## src/rtl/seq_detect_pkg.sv

```systemverilog
// Shared definitions for the serial pattern detector path.
//   - Default parameter values for the controller and its matcher.
//   - Power-up detection pattern.
//   - Controller state encoding.
package seq_detect_pkg;

  localparam int DEF_DATA_W = 8;
  localparam int DEF_PAT_W  = 4;
  localparam int DEF_CNT_W  = 8;

  localparam logic [3:0] DEF_PATTERN = 4'b1010;

  typedef enum logic [0:0] {
    IDLE  = 1'b0,
    SHIFT = 1'b1
  } state_e;

endpackage

```

## src/rtl/seq_pattern_matcher.sv

```systemverilog
// Serial pattern matcher.
// Shifts one bit per enabled cycle into a PAT_W-bit history and raises a
// registered one-cycle match pulse in the cycle after the shift that
// completes the pattern. Overlapping matches are detected naturally because
// the history is never flushed on a hit.
//
// Ports:
//   clk      in   clock, rising edge
//   resetn   in   synchronous active-low reset
//   clear    in   clears history, fill level and any pending pulse
//   shift_en in   shift bit_in into the history this cycle
//   bit_in   in   serial data bit
//   pattern  in   PAT_W-bit pattern to compare against
//   match    out  one-cycle pulse per detection
module seq_pattern_matcher
  import seq_detect_pkg::*;
#(
  parameter int PAT_W = DEF_PAT_W
) (
  input  logic             clk,
  input  logic             resetn,
  input  logic             clear,
  input  logic             shift_en,
  input  logic             bit_in,
  input  logic [PAT_W-1:0] pattern,
  output logic             match
);

  localparam int              FILL_W = $clog2(PAT_W + 1);
  localparam logic [FILL_W-1:0] FULL = FILL_W'(PAT_W);

  logic [PAT_W-1:0]  hist;
  logic [PAT_W-1:0]  hist_nxt;
  logic [FILL_W-1:0] fill;
  logic [FILL_W-1:0] fill_nxt;

  // NOTE: every signal written here gets a value on every path, so no latch is inferred.
  always_comb begin
    hist_nxt = PAT_W'({hist, bit_in});
    fill_nxt = (fill == FULL) ? fill : fill + FILL_W'(1);
  end

  // Fill guards against matching on zero-padding before PAT_W bits arrived.
  always_ff @(posedge clk) begin
    if (!resetn || clear) begin
      hist  <= '0;
      fill  <= '0;
      match <= 1'b0;
    end else begin
      match <= shift_en && (hist_nxt == pattern) && (fill_nxt == FULL);
      if (shift_en) begin
        hist <= hist_nxt;
        fill <= fill_nxt;
      end
    end
  end

endmodule

```

## src/rtl/seq_detect_ctrl.sv

```systemverilog
// Streaming controller for the serial pattern detector path.
// Accepts DATA_W-bit words over valid/ready, serializes them one bit per
// clock into seq_pattern_matcher, counts detections (saturating) and raises
// a sticky interrupt when the count reaches a programmable threshold.
// A new word can be accepted during the last bit of the current one, so a
// continuous stream has no bubbles.
//
// Build option: SEQDET_LSB_FIRST_EN -- when defined, words serialize LSB
// first; otherwise MSB first. Latency is identical either way.
//
// Ports:
//   clk, resetn         clock and synchronous active-low reset
//   enable              allows acceptance of new words
//   in_data/in_valid    word source; in_ready accepts the word
//   cfg_load            latch cfg_pattern/cfg_threshold, clear history/count/irq
//   cfg_pattern         pattern to detect
//   cfg_threshold       match count that sets irq (0 disables)
//   irq_clr             clears irq
//   busy                a word is being serialized
//   match_pulse         one-cycle pulse per detection
//   match_count         saturating detection count
//   irq                 sticky threshold interrupt
module seq_detect_ctrl
  import seq_detect_pkg::*;
#(
  parameter int DATA_W = DEF_DATA_W,
  parameter int PAT_W  = DEF_PAT_W,
  parameter int CNT_W  = DEF_CNT_W
) (
  input  logic              clk,
  input  logic              resetn,
  input  logic              enable,
  input  logic [DATA_W-1:0] in_data,
  input  logic              in_valid,
  output logic              in_ready,
  input  logic              cfg_load,
  input  logic [PAT_W-1:0]  cfg_pattern,
  input  logic [CNT_W-1:0]  cfg_threshold,
  input  logic              irq_clr,
  output logic              busy,
  output logic              match_pulse,
  output logic [CNT_W-1:0]  match_count,
  output logic              irq
);

  localparam logic [0:0]        ST_IDLE  = IDLE;
  localparam logic [0:0]        ST_SHIFT = SHIFT;
  localparam int                IDX_W    = (DATA_W > 1) ? $clog2(DATA_W) : 1;
  localparam logic [IDX_W-1:0]  LAST_IDX = IDX_W'(DATA_W - 1);

  logic [0:0]        state;
  logic [DATA_W-1:0] shreg;
  logic [IDX_W-1:0]  bit_idx;
  logic [PAT_W-1:0]  pattern_q;
  logic [CNT_W-1:0]  threshold_q;

  logic last_bit;
  logic accept;
  logic shift_en;
  logic bit_out;
  logic cfg_take;
  logic cnt_inc;
  logic irq_set;

  always_comb begin
    last_bit = (state == ST_SHIFT) && (bit_idx == LAST_IDX);
    // Held low during reset so the source never sees a phantom accept.
    in_ready = resetn && enable && ((state == ST_IDLE) || last_bit);
    accept   = in_valid && in_ready;
    shift_en = (state == ST_SHIFT);
    busy     = shift_en;
    // Config changes only between words so a word is never split across patterns.
    cfg_take = cfg_load && !busy && !accept;
    cnt_inc  = match_pulse && !(&match_count);
    irq_set  = cnt_inc && (threshold_q != '0) &&
               ((match_count + CNT_W'(1)) == threshold_q);
  end

`ifdef SEQDET_LSB_FIRST_EN
  assign bit_out = shreg[0];
`else
  assign bit_out = shreg[DATA_W-1];
`endif

  // NOTE: sequential state uses non-blocking assignments so all registers update from pre-edge values.
  always_ff @(posedge clk) begin
    if (!resetn) begin
      state   <= ST_IDLE;
      shreg   <= '0;
      bit_idx <= '0;
    end else if (accept) begin
      // On a back-to-back accept the last bit of the old word is still
      // presented to the matcher this cycle via bit_out.
      shreg   <= in_data;
      bit_idx <= '0;
      state   <= ST_SHIFT;
    end else if (shift_en) begin
`ifdef SEQDET_LSB_FIRST_EN
      shreg   <= shreg >> 1;
`else
      shreg   <= shreg << 1;
`endif
      bit_idx <= bit_idx + IDX_W'(1);
      if (last_bit) state <= ST_IDLE;
    end
  end

  always_ff @(posedge clk) begin
    if (!resetn) begin
      pattern_q   <= PAT_W'(DEF_PATTERN);
      threshold_q <= '0;
      match_count <= '0;
      irq         <= 1'b0;
    end else if (cfg_take) begin
      pattern_q   <= cfg_pattern;
      threshold_q <= cfg_threshold;
      match_count <= '0;
      irq         <= 1'b0;
    end else begin
      if (cnt_inc) match_count <= match_count + CNT_W'(1);
      // A threshold hit in the same cycle as irq_clr keeps irq asserted.
      if (irq_set)      irq <= 1'b1;
      else if (irq_clr) irq <= 1'b0;
    end
  end

  seq_pattern_matcher #(
    .PAT_W (PAT_W)
  ) u_matcher (
    .clk      (clk),
    .resetn   (resetn),
    .clear    (cfg_take),
    .shift_en (shift_en),
    .bit_in   (bit_out),
    .pattern  (pattern_q),
    .match    (match_pulse)
  );

endmodule

```

## config.mk

```make
export PLATFORM = sky130hd
export DESIGN_NAME = seq_detect_ctrl
export DESIGN_NICKNAME = d
export VERILOG_FILES = /design/src/rtl/seq_detect_pkg.sv /design/src/rtl/seq_pattern_matcher.sv /design/src/rtl/seq_detect_ctrl.sv
export SDC_FILE = /design/constraint.sdc
export NUM_CORES = 1
export LEC_CHECK = 0
export ABC_AREA = 1
export ABC_CLOCK_PERIOD_IN_PS = 5600
export CAP_MARGIN = 20
export CORE_MARGIN = 1
export CORE_UTILIZATION = 50
export CTS_CLUSTER_SIZE = 10
export DETAILED_ROUTE_END_ITERATION = 16
export GPL_TIMING_DRIVEN = 0
export PLACE_DENSITY = 0.77
export SLEW_MARGIN = 0
export SYNTH_ARGS = -nofsm -noshare
export SYNTH_HDL_FRONTEND = slang
export SYNTH_SLANG_ARGS = --single-unit
```

## constraint.sdc

```tcl
create_clock -name clk -period 5.6 [get_ports clk]
set_clock_uncertainty 0.15 [all_clocks]
set_input_delay 1.12 -clock clk [delete_from_list [all_inputs] [get_ports clk]]
set_output_delay 1.12 -clock clk [all_outputs]
set_load 0.01 [all_outputs]
```

Run 1, logic cells by family:
Bar = 20 um.
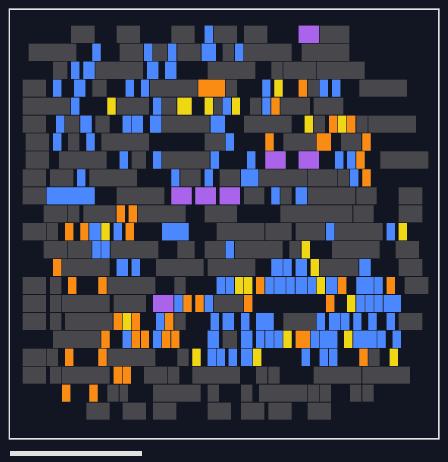
inverters: shown in yellow, cells 21. NAND gates: shown in blue, cells 104. XOR/XNOR gates: shown in purple, cells 7, where middle. NOR gates: shown in orange, cells 41.

Run 1, clock wires, drivers and flops:
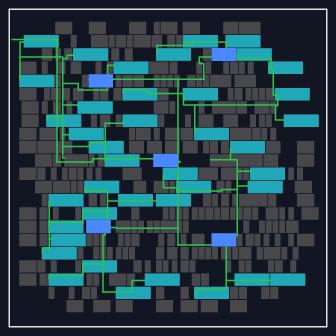
clock drivers: shown in blue, count 5. clock wires: shown in green, length 497 um. flip-flops: shown in cyan, count 40.
There are 6 routed clock nets. Position of the flops: all over the die.

Run 1, met3 routing:
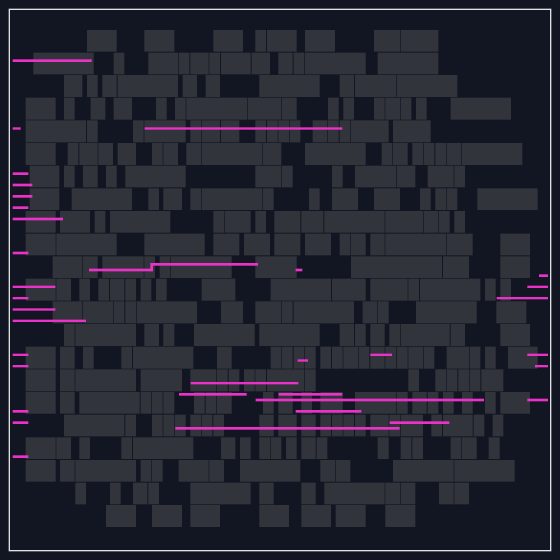
The wires run mostly horizontal. The layer holds 5.1% of the routed length. The longest straight run is 27.1 um. The layer carries 211 um of wire. 31 nets have wire on it.

==> ci_impl_report.md, run 1 <==
## PnR job results

| Metric | Value |
|---|---|
| Status | completed |
| Met2 usage | between 30% and 40% |
| Max Fanout on Critical Path | 10 |
| Logic gate share of total power | approximately an eighth |
| Mapped cell area | 1978 um2 |
| Yosys stat area | about 2000 um2 |
| H-tree depth | 2 |
| Top Ports | 38 |
| Syn avg cell area | ~7.3 um2 |
| Area after DPL | between 2000 and 2500 um2 |
| Non-filler cells, final | ~370 |
| Synth-to-Final Area Change | 28.15% |
| Max frequency | between 200 and 300 MHz |
| Post_cts resized | 0 |
| Net Switching | between 150 and 200 uW |
| Hold path endpoint | shreg[0] |
| Hold Slack | ~0.32 ns |
| Drt first-iter violations | ~110 |
| Clk_lat worst skew | ~0.3 ns |
| DR DRC count | 0 |
| HPWL after DPL | ~3100 um |
| GRT Total Usage | between 20% and 30% |
| First-pass GRT wire length | 7107 um |
| Post-Synth AOI/OAI Area | between 10% and 20% |
| Floorplan Nets | slightly above 300 |
| Final Max Slew Viols | 0 |
| Post-synth regs | 40 |
| Initial antenna violation count | 0 |
| Pin count of the biggest net entering global routing | 13 |
| Switching part of the total | around 24% |
| Final setup fails | 0 |
| Tightest Pin Transition | around 0.47 ns |
| Xor+xnor area frac | between 3 and 4% |
| Mux frac, synth | 0% |
| Number of standard cells reported by yosys | 272 |
| Core area | 3716 um2 |
| RSZ-0062 raised after global routing | no |
| Setup Crit Path Kind | in -> out |
| Pre-CTS setup slack | approximately 1.7 ns |
| Leak | about 0.00095 uW |
| Met1 wire length | between 2000 and 2500 um |
| Worst R2R End | threshold_q[4] |
| Total design power | 651.8 uW |
| Drt total wl | a little over 4000 um |
| MaxCap Viol Count | 0 |
| DR WL/cell | ~11 um |
| CTS buffer count | 5 |
| Width of the die | 64.90 um |
| Worst IR Drop VDD | between 0.15 and 0.2 mV |
| ANT cells | 0 |
| Cells after Synth | ~270 |
| Tool warnings | 27 |
| Die area | approximately 4200 um2 |
| Power density cells | 257.1 nW/um2 |
| Fin util | between 60% and 70% |
run 1: cell usage after synthesis:
library cell | n | area share [%]
o21ai_0 | 13 | 3.3
nand2_4 | 1 | 0.57
nor2_4 | 1 | 0.57
dfxtp_1 | 40 | 40
clkbuf_1 | 1 | 0.19
buf_6 | 1 | 0.57
nand2_2 | 2 | 0.63
nand3_2 | 1 | 0.51
o21ai_4 | 1 | 0.82
clkinv_1 | 1 | 0.19
nand2_8 | 1 | 1.0
buf_4 | 1 | 0.38
or2_2 | 1 | 0.32
buf_1 | 1 | 0.19
nor4_1 | 1 | 0.32
nand3b_1 | 5 | 1.9
xnor2_1 | 6 | 2.7
inv_2 | 5 | 0.95
ha_1 | 5 | 3.2
a211oi_2 | 1 | 0.63
buf_2 | 2 | 0.51
nand3_1 | 21 | 5.3
a21oi_2 | 8 | 3.5
o21ai_1 | 4 | 1.0
inv_1 | 14 | 2.7
nor2_2 | 1 | 0.32
inv_4 | 1 | 0.32
nand2_1 | 73 | 14
nor2_1 | 38 | 7.2
a21oi_1 | 13 | 3.3
xor2_1 | 1 | 0.44
a31oi_1 | 7 | 2.2
run 1: cell usage in the layout (no fill, tap or decap), types with 8 or more instances in the layout:
master / instances
nand2_1: 73
dfxtp_1: 40
nor2_1: 38
clkdlybuf4s50_1: 37
nand3_1: 21
inv_1: 14
a21oi_1: 13
o21ai_0: 13
a21oi_2: 8
run 1: cell families (layout without fill, tap and decap cells):
| logic type | after synthesis | after routing |
|---|---|---|
| compound gates | 47 | 47 |
| xor+xnor | 7 | 7 |
| fa+ha+maj | 5 | 5 |
| buf+inv | 27 | 72 |
| flops | 40 | 40 |
| simple gates | 146 | 146 |
run 1: critical path: stages:
cell and delay [ns]:
clkdlybuf4s50_1 0.67, inv_2 0.18, nor2_4 0.15, clkdlybuf4s50_1 0.54
run 1: power by group through the flow:
stage | logic [uW] | registers (uW) | clock network [uW]
global route | 94.3 | 309 | 278
CTS | 85.7 | 307 | 262
detailed placement | 84.9 | 314 | 0
finish | 85.3 | 307 | 259
floorplan | 53.2 | 311 | 0
global placement | 83.9 | 313 | 0
run 1: area by class of cell:
| type | instances | area, um2 | share of cell area [%] |
|---|---|---|---|
| Buffer | 6 | 36.28 | 1.431 |
| Sequential cell | 40 | 800.8 | 31.59 |
| Tap cell | 48 | 60.06 | 2.369 |
| Timing Repair Buffer | 37 | 370.4 | 14.61 |
| Clock buffer | 7 | 96.34 | 3.801 |
| Inverter | 21 | 81.33 | 3.208 |
| Multi-Input combinational cell | 205 | 1060 | 41.81 |
| Clock inverter | 1 | 30.03 | 1.185 |
run 1: how the worst max path moves through the flow:
stage | from | to | slack [ns] | cells after the start
final | resetn | in_ready | 1.67 | 4
after global placement | resetn | in_ready | 1.64 | 4
after floorplan | resetn | in_ready | 3.01 | 2
after detailed placement | resetn | in_ready | 1.67 | 4
after global routing | resetn | in_ready | 1.64 | 4
after CTS | resetn | in_ready | 1.66 | 4
run 1: state kept, by name, indices dropped and copies added (netlist names):
name             count
bit_idx              3
irq                  1
u_matcher.fill       3
threshold_q          8
match_count          8
shreg                8
busy                 1
u_matcher.match      1
pattern_q            4
u_matcher.hist       3
## Run 2: what changed since run 1
--- a/config.mk
+++ b/config.mk
@@ -6,14 +6,14 @@
 export NUM_CORES = 1
 export LEC_CHECK = 0
 export ABC_AREA = 1
-export ABC_CLOCK_PERIOD_IN_PS = 5600
+export ABC_CLOCK_PERIOD_IN_PS = 3240
 export CAP_MARGIN = 20
 export CORE_MARGIN = 1
-export CORE_UTILIZATION = 50
+export CORE_UTILIZATION = 46
 export CTS_CLUSTER_SIZE = 10
 export DETAILED_ROUTE_END_ITERATION = 16
 export GPL_TIMING_DRIVEN = 0
-export PLACE_DENSITY = 0.77
+export PLACE_DENSITY = 0.75
 export SLEW_MARGIN = 0
 export SYNTH_ARGS = -nofsm -noshare
 export SYNTH_HDL_FRONTEND = slang
==> constraint.sdc (replaced) <==
create_clock -name clk -period 3.24 [get_ports clk]
set_clock_uncertainty 0.15 [all_clocks]
set_input_delay 0.648 -clock clk [delete_from_list [all_inputs] [get_ports clk]]
set_output_delay 0.648 -clock clk [all_outputs]
set_load 0.01 [all_outputs]
Run 2, cell sizes after repair:
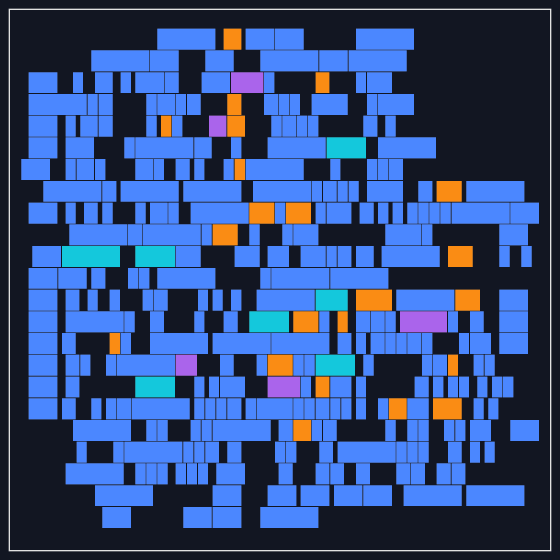
_0 and _1 cells: shown in blue, cells 282, share 89%. _2 cells: shown in orange, cells 22, share 7.0%. _3 and _4 cells: shown in purple, cells 5, share 1.6%. _6 and larger: shown in cyan, cells 7, share 2.2%.

Run 2, logic cells by family:
Bar = 20 um.
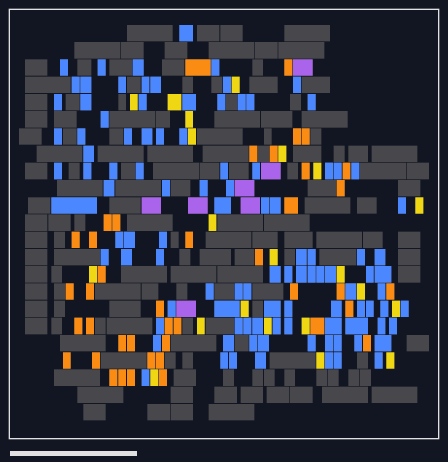
inverters: shown in yellow, cells 21. NOR gates: shown in orange, cells 41. NAND gates: shown in blue, cells 104, where all over the die. XOR/XNOR gates: shown in purple, cells 7, where middle.

Run 2, met3 routing:
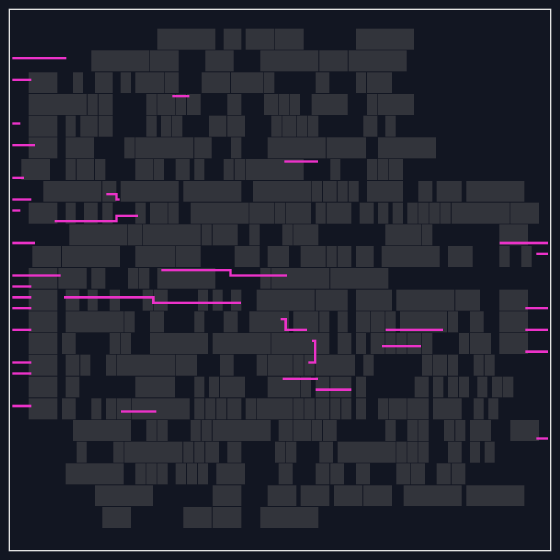
The longest straight run is 11.0 um. The wires run mostly horizontal. The layer holds 3.5% of the routed length.

==> run 2 against run 1 <==
Sequential share of layout area up 0.59 points. Worst hold slack worse by 0.0040 ns. Final cell count up 0.27%. Sequential cell count unchanged. Count of clock-buffer cells in the layout down 1. Largest cell class unchanged. Largest power group unchanged. Total power up 52%. Non-clock buffer count unchanged. Wire length down 0.41%.
==> ci_impl_report.md, run 2 <==
## PnR job results

| Metric | Value |
|---|---|
| Status | completed |
| Most frequent cells in the layout | nand2_1, dfxtp_1, nor2_1, clkdlybuf4s50_1, nand3_1 |
| Die Height | around 68 um |
| First-pass GRT wire length | 6893 um |
| H-tree depth | 2 |
| Cell Chain, Critical Path | clkdlybuf4s50_1, inv_2, nor2_4, clkdlybuf4s50_1 |
| Top post-synthesis cells by count | nand2_1, dfxtp_1, nor2_1, nand3_1, inv_1 |
| Cell area leaders | dfxtp_1, nand2_1, nor2_1 |
| Final Max Slew Viols | 0 |
| Setup Crit Path Kind | in -> out |
| Tightest Pin Transition | 0.4358 ns |
| Library cells used by synthesis | 32 |
| Post-Synth AOI/OAI Area | between 10% and 20% |
| Power density cells | between 300 and 400 nW/um2 |
| Yosys stat area | a little under 2000 um2 |
| Max frequency | about 340 MHz |
| Drt first-iter violations | between 100 and 150 |
| Flip-flops with a built-in enable | 0 |
| Fin util | between 60 and 70% |
| Critical path startpoint | resetn |
| Max Fanout on Critical Path | 10 |
| IO buf count | 37 |
| Hold Slack | ~0.32 ns |
| Synth-to-Final Area Change | 25.81% |
| DR DRC count | 0 |
| Switching part of the total | a little over a quarter |
| Worst stage delay on the critical path | ~0.66 ns |
| Worst setup SP type | input port |
| Met1 wire length | between 2000 and 2500 um |
| Num rows | 23 |
| Most common cell in the synthesized netlist | nand2_1 |
| Layout cell share with drive strength beyond 1 | between 10% and 20% |
| Critical Path AT | around 2.2 ns |
| Xor+xnor area frac | 3.099% |
| Pint | 730.0 uW |
| Tool warnings | 27 |
| CTS buffer count | 5 |
| Width of the die | between 60 and 70 um |
| Met3 routed WL | roughly 140 um |
| Post-synth top flop | dfxtp_1 |
| Crit-path most repeated cell | clkdlybuf4s50_1 |
| Pin count of the biggest net entering global routing | 12 |
| Drt total wl | ~4100 um |
| Max clock buf depth | 2 |
| Tmin final | 2.965 ns |
| Syn. warnings | 0 |
| HPWL after DPL | between 3000 and 4000 um |
| Top cell area share | between 40% and 50% |
| Leak | 0.0009249 uW |
| GRT Total Usage | between 20% and 30% |
| Basic Gates by Area | 32.51% |
| Net Switching | approximately 260 uW |
| Post-synth regs | about 40 |
| Mapped cell area | approximately 2000 um2 |
| Cells after Synth | about 270 |
| Slowest-stage cell, CP | clkdlybuf4s50_1 |
| Post-CTS Setup Bufs | 0 |
| Final setup fails | 0 |
| Top Ports | 38 |
| Syn avg cell area | 7.273 um2 |
| Synth async-reset ratio | 0% |
| Clock-pin slew on the worst setup and hold paths | roughly 0.070 ns |
| Initial antenna violation count | 0 |
| Final nets | around 350 |
| Floorplan Nets | approximately 300 |
| ANT cells | 0 |
| Via count | 1798 |
| Number of standard cells reported by yosys | around 270 |
| RSZ-0062 raised after global routing | no |
| Die area | roughly 4600 um2 |
| Post-Synth Adder-Cell Area | under 10% |
| Mux frac, synth | 0% |
| Cycle use final | about nine tenths |
| Post_cts resized | 0 |
| MaxCap Viol Count | 0 |
| Area after DPL | 2411 um2 |
| Most numerous logic cell after layout | nand2_1 |
| Synth area leader | dfxtp_1 |
| Core area | ~4000 um2 |
| Worst IR Drop VDD | 0.2688 mV |
| Logic gate share of total power | 14.7% |
| Worst reg2reg path depth | 8 |
| Clk_lat worst skew | just under 0.3 ns |
| DRT Pass-1 Iters | 5 |
| DR WL/cell | about 11 um |
| Top flop regs | match_count (8), shreg (8), threshold_q (8) |
run 2: cell counts after synthesis:
No cell type changed its count.
run 2: area by class of cell:
type                    instances  area [um2]  area share [%]
clock buffers                   6       72.57           2.916
flip-flops and latches         40       800.8           32.18
repair buffers                 37       370.4           14.88
clock inverters                 1       5.005          0.2011
inverters                      21       81.33           3.268
plain buffers                   6       36.28           1.458
multi-input cells             205        1060           42.58
well taps                      50       62.56           2.514
run 2: stage by stage:
step / std cells / total power, uW / worst slack (ns)
floorplan: 272 / 629.0 / 1.463
global placement: 359 / 686.3 / 0.2814
finish: 366 / 992.5 / 0.2748
global route: 366 / 1035 / 0.2138
CTS: 366 / 1000 / 0.2626
detailed placement: 359 / 688.9 / 0.2583
run 2: path summary, 6_finish.rpt:
path,to,slack (ns)
min reg2reg,shreg[0],0.32
max,in_ready,0.27
max reg2reg,match_count[2],1.25
min,shreg[0],0.32
run 2: logic make-up (layout without fill, tap and decap cells):
group                      after synthesis  after routing
adders and majority gates                5              5
AOI/OAI and AO/OA                       47             47
DFF                                     40             40
buffers and inverters                   27             71
and+or+nand+nor                        146            146
xor gates and xnor gates                 7              7
run 2: per-layer routing:
layer  vias to the layer above  track usage, %
li1                        974               -
met1                       774           27.59
met2                        45           30.32
met3                         5           3.885
met4                         0           9.043
met5                         -               0
run 2: power groups by stage:
| stage | clock (uW) | sequential, uW | combinational (uW) |
|---|---|---|---|
| 5_1_grt | 339 | 534 | 162 |
| 3_5_place_dp | 0 | 543 | 146 |
| 6_report | 315 | 531 | 146 |
| 2_1_floorplan | 0 | 537 | 92.0 |
| 4_1_cts | 322 | 531 | 147 |
| 3_3_place_gp | 0 | 541 | 145 |
run 2: worst max-delay path, delay by kind of cell:
kind | cells | cell delay (ns)
AND/OR/NAND/NOR | 1 | 0.14
buffers and inverters | 3 | 1.38
Power figures rest on the tool's default switching activity, not on a simulated workload.
